### Routed metal per tile

The bar under the picture is 20 um long. The die is cut into 17 by 12 equal tiles; black is low, pale yellow is high, scaled to the fullest tile. Values are wire area over tile area, all layers added.
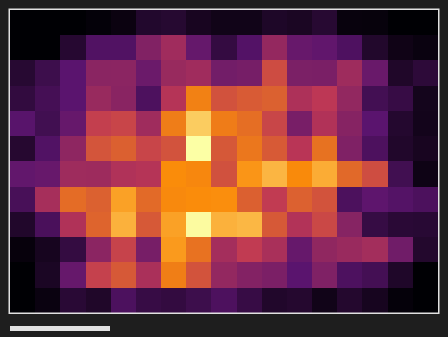
### M1 wires

The bar under the picture is 20 um long.
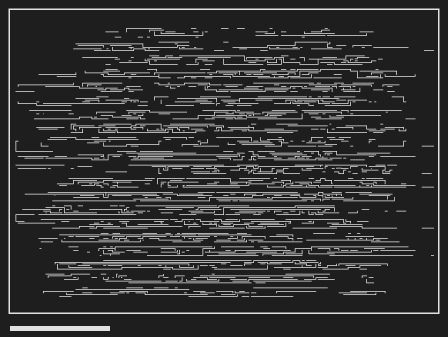
**config.mk**
```make
export PLATFORM = sky130hd
export DESIGN_NAME = ttt_turn_controller
export DESIGN_NICKNAME = d
export VERILOG_FILES = /design/src/rtl/ttt_turn_controller.sv
export SDC_FILE = /design/constraint.sdc
export NUM_CORES = 1
export LEC_CHECK = 0
export CAP_MARGIN = 40
export CORE_ASPECT_RATIO = 0.7
export CORE_MARGIN = 1
export CORE_UTILIZATION = 45
export CTS_BUF_LIST = sky130_fd_sc_hd__clkbuf_16
export DETAILED_ROUTE_END_ITERATION = 16
export PLACE_DENSITY = 0.75
export SYNTH_ARGS = -nofsm -noshare
export SYNTH_HDL_FRONTEND = slang
export SYNTH_SLANG_ARGS = --single-unit
```
**constraint.sdc**
```tcl
create_clock -name clk -period 2.1 [get_ports clk]
set_input_delay 0.525 -clock clk [delete_from_list [all_inputs] [get_ports clk]]
set_output_delay 0.525 -clock clk [all_outputs]
set_load 0.005 [all_outputs]
```
**src/rtl/ttt_turn_controller.sv**
```systemverilog
// Turn sequencer for a two-player tic-tac-toe game: arbitrates X/O move requests,
// owns the board registers and resolves win/draw one cycle after each accepted move.
module ttt_turn_controller #(
  parameter logic FIRST_PLAYER   = 1'b0,
  parameter int   TIMEOUT_CYCLES = 0
) (
  input  logic       clk,
  input  logic       rst,
  input  logic       new_game,
  input  logic       x_valid,
  input  logic [3:0] x_cell,
  input  logic       o_valid,
  input  logic [3:0] o_cell,
  output logic       x_ack,
  output logic       x_nack,
  output logic       o_ack,
  output logic       o_nack,
  output logic       turn,
  output logic [8:0] board_x,
  output logic [8:0] board_o,
  output logic       game_over,
  output logic [1:0] winner,
  output logic [8:0] win_line,
  output logic       timeout
);

  typedef enum logic [1:0] {
    TURN  = 2'd0,
    CHECK = 2'd1,
    DONE  = 2'd2
  } state_t;

  localparam int CW = (TIMEOUT_CYCLES > 1) ? $clog2(TIMEOUT_CYCLES) : 1;
  localparam logic [CW-1:0] CNT_LAST = (TIMEOUT_CYCLES > 0) ? CW'(TIMEOUT_CYCLES - 1) : '0;

  // Lines in priority order: rows, columns, diagonal 0-4-8, diagonal 2-4-6.
  localparam logic [8:0] LINES [8] = '{
    9'h007, 9'h038, 9'h1C0,
    9'h049, 9'h092, 9'h124,
    9'h111, 9'h054
  };

  function automatic logic [8:0] cell_bit(input logic [3:0] c);
    logic [8:0] m;
    m = '0;
    if (c <= 4'd8) m = 9'b1 << c;
    return m;
  endfunction

  function automatic logic [8:0] first_win(input logic [8:0] b);
    logic [8:0] hit;
    hit = '0;
    for (int i = 0; i < 8; i++) begin
      if ((hit == 9'd0) && ((b & LINES[i]) == LINES[i])) hit = LINES[i];
    end
    return hit;
  endfunction

  state_t        state;
  logic [CW-1:0] cnt;

  logic       cur_valid;
  logic [3:0] cur_cell;
  logic [8:0] cur_mask;
  logic       legal;
  logic [8:0] mover_board;
  logic [8:0] win_mask;
  logic       board_full;

  always_comb begin
    cur_valid   = turn ? o_valid : x_valid;
    cur_cell    = turn ? o_cell  : x_cell;
    cur_mask    = cell_bit(cur_cell);
    legal       = (cur_cell <= 4'd8) && (((board_x | board_o) & cur_mask) == 9'd0);
    mover_board = turn ? board_o : board_x;
    win_mask    = first_win(mover_board);
    board_full  = ((board_x | board_o) == 9'h1FF);
  end

  always_ff @(posedge clk) begin
    x_ack   <= 1'b0;
    x_nack  <= 1'b0;
    o_ack   <= 1'b0;
    o_nack  <= 1'b0;
    timeout <= 1'b0;
    if (rst || new_game) begin
      state     <= TURN;
      turn      <= FIRST_PLAYER;
      board_x   <= '0;
      board_o   <= '0;
      game_over <= 1'b0;
      winner    <= 2'b00;
      win_line  <= '0;
      cnt       <= '0;
    end else begin
      case (state)
        TURN: begin
          // The player not on turn is always refused.
          if (x_valid && turn)  x_nack <= 1'b1;
          if (o_valid && !turn) o_nack <= 1'b1;
          if (cur_valid && legal) begin
            if (turn) begin
              board_o <= board_o | cur_mask;
              o_ack   <= 1'b1;
            end else begin
              board_x <= board_x | cur_mask;
              x_ack   <= 1'b1;
            end
            cnt   <= '0;
            state <= CHECK;
          end else begin
            if (cur_valid) begin
              if (turn) o_nack <= 1'b1;
              else      x_nack <= 1'b1;
            end
            if (TIMEOUT_CYCLES > 0) begin
              if (cnt == CNT_LAST) begin
                timeout <= 1'b1;
                turn    <= ~turn;
                cnt     <= '0;
              end else begin
                cnt <= cnt + 1'b1;
              end
            end
          end
        end
        CHECK: begin
          x_nack <= x_valid;
          o_nack <= o_valid;
          if (win_mask != 9'd0) begin
            winner    <= turn ? 2'b10 : 2'b01;
            win_line  <= win_mask;
            game_over <= 1'b1;
            state     <= DONE;
          end else if (board_full) begin
            winner    <= 2'b11;
            game_over <= 1'b1;
            state     <= DONE;
          end else begin
            turn  <= ~turn;
            state <= TURN;
          end
        end
        DONE: begin
          x_nack <= x_valid;
          o_nack <= o_valid;
          cnt    <= '0;
        end
        default: state <= TURN;
      endcase
    end
  end

endmodule

```
==> impl_metrics.ini <==
; physical design summary
[worst_setup_path]
worstSetupStartpointType = register
path_class = register to register

[logic_synthesis]
syn_inst = 262
synth_area_sq_um = 2180

[power_and_ir_drop]
combPwrFrac = 0.139
vdd_drop_max_mv = 0.317
p_switching_mw = 0.411

[cells_and_area]
fin_nets = 393
layout_top_cell = buf_4
final_cell_area_sq_um = 3600

[outcome]
status = finished, violations left
failed_checks = negative setup slack

[placed_design]
io_buffers = 47

[hold_path]
min_path_cells = 2

[timing]
maxSlewViolCount = 0
setup_ws_ns = -0.192
setup_violations = 35

[global_route]
grt_max_degree = 24

[drt]
vias_per_cell = 6.38

[cts]
cts.clk_slew.worst_paths_ns = 0.06
cts_tree = built
cts_sinks = 37
Notes on 'Routed metal per tile' above:
- tiles over half the peak: 28%
- mean over tiles: 0.28
- densest ninth of the die: center
- fullest tile: 0.82
- nearly empty tiles: 7.4%
routed len/inst: 19.8 um
vias after detailed routing: 2749
Total GRT Usage: 0.325
WL final: 8540 um

Notes on 'M1 wires' above:
- wire length on this layer: 3750 um
- main direction: horizontal
- longest straight run: 35.0 um
- share of all routed wire: 44%
- nets with wire on the layer: 357
GRT met1 Usage: 0.436

## logic make-up (layout without fill, tap and decap cells)
| family | count (synthesis) | after routing | synth area share |
|---|---|---|---|
| simple gates | 118 | 118 | 0.294 |
| compound gates | 78 | 78 | 0.269 |
| flops | 37 | 37 | 0.339 |
| buf+inv | 18 | 132 | 0.0447 |
| mux | 6 | 6 | 0.0286 |
| fa+ha+maj | 4 | 4 | 0.0229 |
| other cells | 1 | 1 | 0.00172 |
## power by group through the flow
stage | Sequential, mW | Clock (mW) | Combinational, mW
2_1_floorplan | 0.725 | 0 | 0.0800
3_3_place_gp | 0.726 | 0 | 0.171
3_5_place_dp | 0.726 | 0 | 0.173
4_1_cts | 0.710 | 0.711 | 0.207
5_1_grt | 0.710 | 0.751 | 0.241
6_report | 0.710 | 0.717 | 0.230
## Yosys cell counts, types with 4 or more instances
master    instances
a21oi_1          16
a32o_1           12
and2_1            5
and3_1            8
clkbuf_1          5
dfxtp_1          37
ha_1              4
inv_1             5
mux2i_1           4
nand2_1          25
nand3_1          14
nand4_1           4
nor2_1           23
nor3_1            8
nor3b_1           5
o21ai_0           8
o22ai_1           9
o31ai_1           9
## worst max-delay path, cell delays in order (launching register included)
cell	delay, ns
dfxtp_4	0.37
buf_4	0.15
buf_12	0.13
a31oi_4	0.17
and3_4	0.21
o21ai_1	0.06
buf_4	0.16
buf_4	0.14
o41a_1	0.49
o22ai_1	0.24
nor2_1	0.06
## cell type report
type                    instances  area (sq um)  area share
repair buffers                120          1070       0.298
well taps                      55          68.8      0.0191
inverters                       5          18.8     0.00521
flip-flops and latches         37           746       0.207
clock buffers                   5           125      0.0347
multi-input cells             207          1560       0.432
clock inverters                 2          11.3     0.00313
## metal layers
metal | track usage | part of all wire
met1 | 0.436 | 0.44
met2 | 0.492 | 0.42
met3 | 0.116 | 0.11
met4 | 0.102 | 0.026
met5 | 0 | 0
## worst max-delay path by stage
| stage | start | to | cells after the start |
|---|---|---|---|
| 3_5_place_dp | o_cell[0] | board_o[7] | 7 |
| 2_1_floorplan | o_cell[0] | board_o[4] | 7 |
| 3_3_place_gp | x_cell[1] | board_x[3] | 8 |
| 5_1_grt | turn | board_x[3] | 11 |
| 6_report | turn | winner[0] | 10 |
| 4_1_cts | turn | board_o[5] | 8 |
## per-stage QoR
stage / power (mW) / cells
after global placement: 0.897 / 408
after detailed placement: 0.899 / 408
after floorplan: 0.805 / 262
after global routing: 1.70 / 431
final: 1.66 / 431
after CTS: 1.63 / 427
## what timing repair did
item / 4_1_cts / 5_1_grt
endpoints found under the setup margin: 36 / 35
buffers inserted: 12 / 5
cloned: 1 / 0
pin swaps: 18 / 19
gates resized: 47 / 34
## sequential cells by signal, indices dropped and copies added, names as in the netlist
signal	cells
state	2
o_ack	1
x_ack	1
winner	2
board_x	9
o_nack	1
turn	1
board_o	9
game_over	1
win_line	9
x_nack	1
Power is estimated from default activity; no workload was simulated.
